`config.mk`:
```
export PLATFORM = sky130hd
export DESIGN_NAME = registered_ripple_adder
export DESIGN_NICKNAME = d
export VERILOG_FILES = /design/src/rtl/registered_ripple_adder.sv
export SDC_FILE = /design/constraint.sdc
export NUM_CORES = 1
export LEC_CHECK = 0
export CORE_MARGIN = 2
export CORE_UTILIZATION = 41
export CTS_BUF_LIST = sky130_fd_sc_hd__clkbuf_2
export DETAILED_ROUTE_END_ITERATION = 16
export GPL_ROUTABILITY_DRIVEN = 0
export PLACE_DENSITY = 0.8
export SKIP_CTS_REPAIR_TIMING = 1
export SYNTH_ARGS = -nofsm -noshare
export SYNTH_HDL_FRONTEND = slang
export SYNTH_SLANG_ARGS = --single-unit
```
`constraint.sdc`:
```
create_clock -name clk -period 1 [get_ports clk]
set_input_delay 0.1 -clock clk [delete_from_list [all_inputs] [get_ports clk]]
set_output_delay 0.1 -clock clk [all_outputs]
set_load 0.01 [all_outputs]
```
`src/rtl/registered_ripple_adder.sv`:
```
// WIDTH-bit ripple-carry adder with carry-in; sum, carry-out and flags registered one clock after in_valid.
// One result per clock, no stalls and no backpressure; async reset clears all outputs.
module registered_ripple_adder #(
  parameter int WIDTH = 8
) (
  input  logic             clk,
  input  logic             rst,
  input  logic             in_valid,
  input  logic [WIDTH-1:0] a,
  input  logic [WIDTH-1:0] b,
  input  logic             cin,
  output logic             out_valid,
  output logic [WIDTH-1:0] sum,
  output logic             cout,
  output logic             overflow,
  output logic             zero
);

  logic [WIDTH:0]   carry;
  logic [WIDTH-1:0] add_sum;

  assign carry[0] = cin;

  for (genvar i = 0; i < WIDTH; i++) begin : g_fa
    assign add_sum[i]  = a[i] ^ b[i] ^ carry[i];
    assign carry[i+1]  = (a[i] & b[i]) | (carry[i] & (a[i] ^ b[i]));
  end

  logic             out_valid_d, out_valid_q;
  logic [WIDTH-1:0] sum_d,       sum_q;
  logic             cout_d,      cout_q;
  logic             overflow_d,  overflow_q;
  logic             zero_d,      zero_q;

  // Result registers only load on a valid strobe; out_valid is a single-cycle flag per capture.
  always_comb begin
    out_valid_d = in_valid;
    sum_d       = sum_q;
    cout_d      = cout_q;
    overflow_d  = overflow_q;
    zero_d      = zero_q;
    if (in_valid) begin
      sum_d      = add_sum;
      cout_d     = carry[WIDTH];
      overflow_d = carry[WIDTH] ^ carry[WIDTH-1];
      zero_d     = (add_sum == '0);
    end
  end

  always_ff @(posedge clk or posedge rst) begin
    if (rst) begin
      out_valid_q <= 1'b0;
      sum_q       <= '0;
      cout_q      <= 1'b0;
      overflow_q  <= 1'b0;
      zero_q      <= 1'b0;
    end else begin
      out_valid_q <= out_valid_d;
      sum_q       <= sum_d;
      cout_q      <= cout_d;
      overflow_q  <= overflow_d;
      zero_q      <= zero_d;
    end
  end

  assign out_valid = out_valid_q;
  assign sum       = sum_q;
  assign cout      = cout_q;
  assign overflow  = overflow_q;
  assign zero      = zero_q;

endmodule

```
==> datasheet_impl.txt <==
Implementation parameters

Parameter                              Value

Status
  Status    finished, violations left
  Failing checks    setup timing

Global route
  Maximum number of pins on one net before global-route repair    15
  Sum of overflow across all layers after global routing    0
  Antenna violations before repair    0
  Global routing usage summed across all routing layers    0.1620
  GR Util met1    0.1989
  Layer with the highest usage after global routing    met2
  First-pass GRT wire length    2304 um
  Global routing met2 resource utilization    0.2696

Layout
  Final standard cell area without fillers    0.001184 mm^2
  Most numerous logic cells after layout    dlymetal6s2s_1 (14), clkdlybuf4s50_1 (14), dfrtp_1 (12)
  Finished Layout Cells    110
  Max FFs per register    8

Synth
  FFs w/ async S/R, synth    1.000
  Top cells by count, synth    dfrtp_1 (12), inv_1 (12), fa_1 (8), mux2_2 (5), nand2b_1 (4)
  Mean Syn Cell Area    12.68 um^2
  Count of synthesis-stage warnings from yosys    0
  Cell count listed in synth_stat.txt    53
  Syn Inst Count    53
  Proportion of synthesized chip area in sequential cells    0.4469
  Most common flop cell mapped by yosys    dfrtp_1
  FF+latch count, synth    12
  Chip area line of the yosys report    671.9 um^2
  Top post-synthesis cells by area    dfrtp_1 (45%), fa_1 (24%), mux2_2 (8.4%)

Critical path
  Maximum net fanout on the critical path    2
  Capturing element type of the critical path    flip-flop
  Startpoint-to-endpoint class of the critical path    in -> reg
  Slowest-stage cell, CP    fa_1
  Crit path capture    zero$_DFFE_PP0P_
  Crit path DAT    3310 ps
  Worst R2R Start    sum[6]$_DFFE_PP0P_
  Cell repeated most along the worst path    fa_2
  Minimum setup slack among reg-to-reg paths    230 ps
  RR Endpoint    sum[6]$_DFFE_PP0P_
  Data required time at the worst endpoint    1150 ps
  Reg2Reg Depth    1

Route
  M1 WL    588 um
  Number of remaining DRC errors    0
  Post-route antenna net violation count    0
  Via count of the routed design    530
  Detailed-routed wire length on met3    95 um
  Avg Vias per Cell    4.818
  DRT Pass-1 Iters    4
  Number of DRC violations after detailed-routing iteration 0    7

Floorplan
  Core Box Area    0.001524 mm^2
  Total number of placement rows    14
  Floorplan core density    0.4409
  Die width    44.48 um
  I/O pins    32

Pwr
  Total power of the final layout    1500 uW
  Worst VDD drop    0.7190 mV
  Reported sequential group power    618 uW
  Fraction of power consumed by combinational cells    0.432
  Pwr top    combinational logic
  Relative contribution of the clock network to total power    0.156
  Net switching share of the total power    0.2887
  Cell leakage power    0.0006530 uW

Clock tree
  CTS H-Tree Depth    1
  Root cell of the clock tree    clkbuf_2
  Source-to-sink clock delay at the later pin of the worst-skew pair    250 ps
  Clock-pin transition on the worst setup and hold timing paths    120 ps

STA
  Minimum setup slack in the final design    -2160 ps
  Final-report max-slew violation count    0
  Max_slew headroom    0.8935
  Final number of setup-violating endpoints    10
  Post-Route Hold Slack    125.6 ps

Place
  # placed instances    105
  Cell area after placement    0.001102 mm^2
  Count of buffers from port buffering    31
  Hpwl dp    1192 um
-- logic make-up (layout without fill, tap and decap cells) --
| family | count (synthesis) | after routing | synth area share |
|---|---|---|---|
| muxes | 6 | 6 | 0.1006 |
| xor gates and xnor gates | 1 | 1 | 0.01304 |
| buffers and inverters | 14 | 55 | 0.08006 |
| AOI/OAI and AO/OA | 5 | 5 | 0.04840 |
| and+or+nand+nor | 7 | 7 | 0.07262 |
| adders and majority gates | 8 | 8 | 0.2384 |
| DFF | 12 | 12 | 0.4469 |
-- cell type report --
cell class	count	area, um^2	area share
timing repair buffer	38	421.7	0.3562
sequential	12	300.3	0.2537
multi-input combinational	27	354.1	0.2992
inverter	13	68.82	0.05814
clock inverter	1	3.754	0.003171
clock buffer	3	15.01	0.01268
tap	16	20.02	0.01691
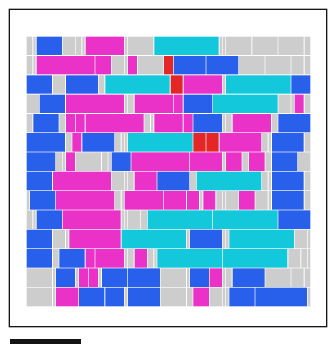
cell_classes.png
Scale bar: 10 um. Fill, decap, tap and diode cells in gray.
other buffers and delay cells -> blue  # cells 38
clock drivers and dummy loads -> red  # cells 4
all other logic -> magenta  # cells 40
flip-flops -> cyan  # cells 12

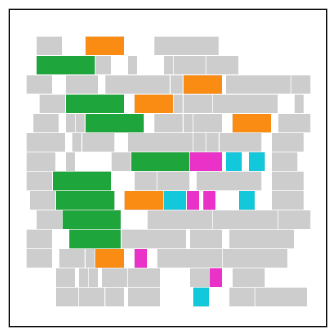
gate_families.png
multiplexers -> orange  # cells 6, most used mux2_4
adder and majority cells -> green  # cells 8, most used fa_2, where west
inverting AOI/OAI gates -> magenta  # cells 5, most used o21ai_0
NAND gates -> cyan  # cells 5, most used nand2b_1

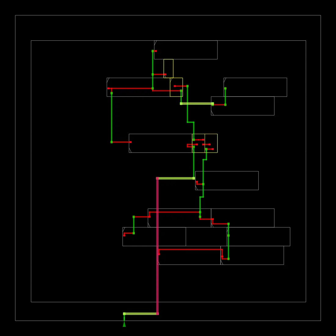
final_clocks.png
number of CTS-inserted buffers: 3
registers: 12
clk_buf instances: 3
clock network power: 235 uW

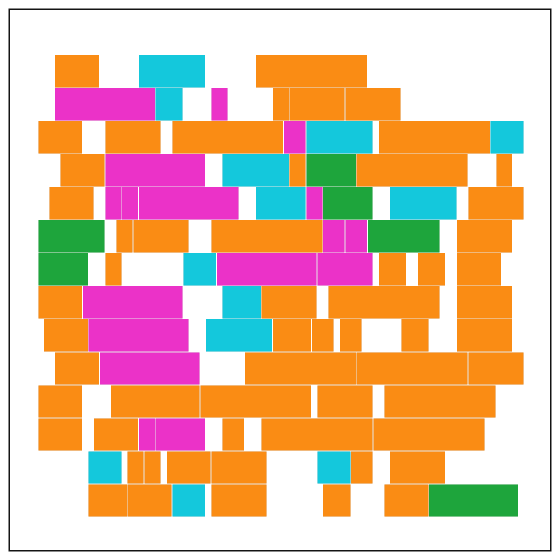
drive_strength.png
drive 2 -> magenta  # cells 17
drive 3 to 4 -> cyan  # cells 13
drive 1 or less -> orange  # cells 58
drive 6 and up -> green  # cells 6

No activity file was given, so power comes from the tool's default toggle rates.
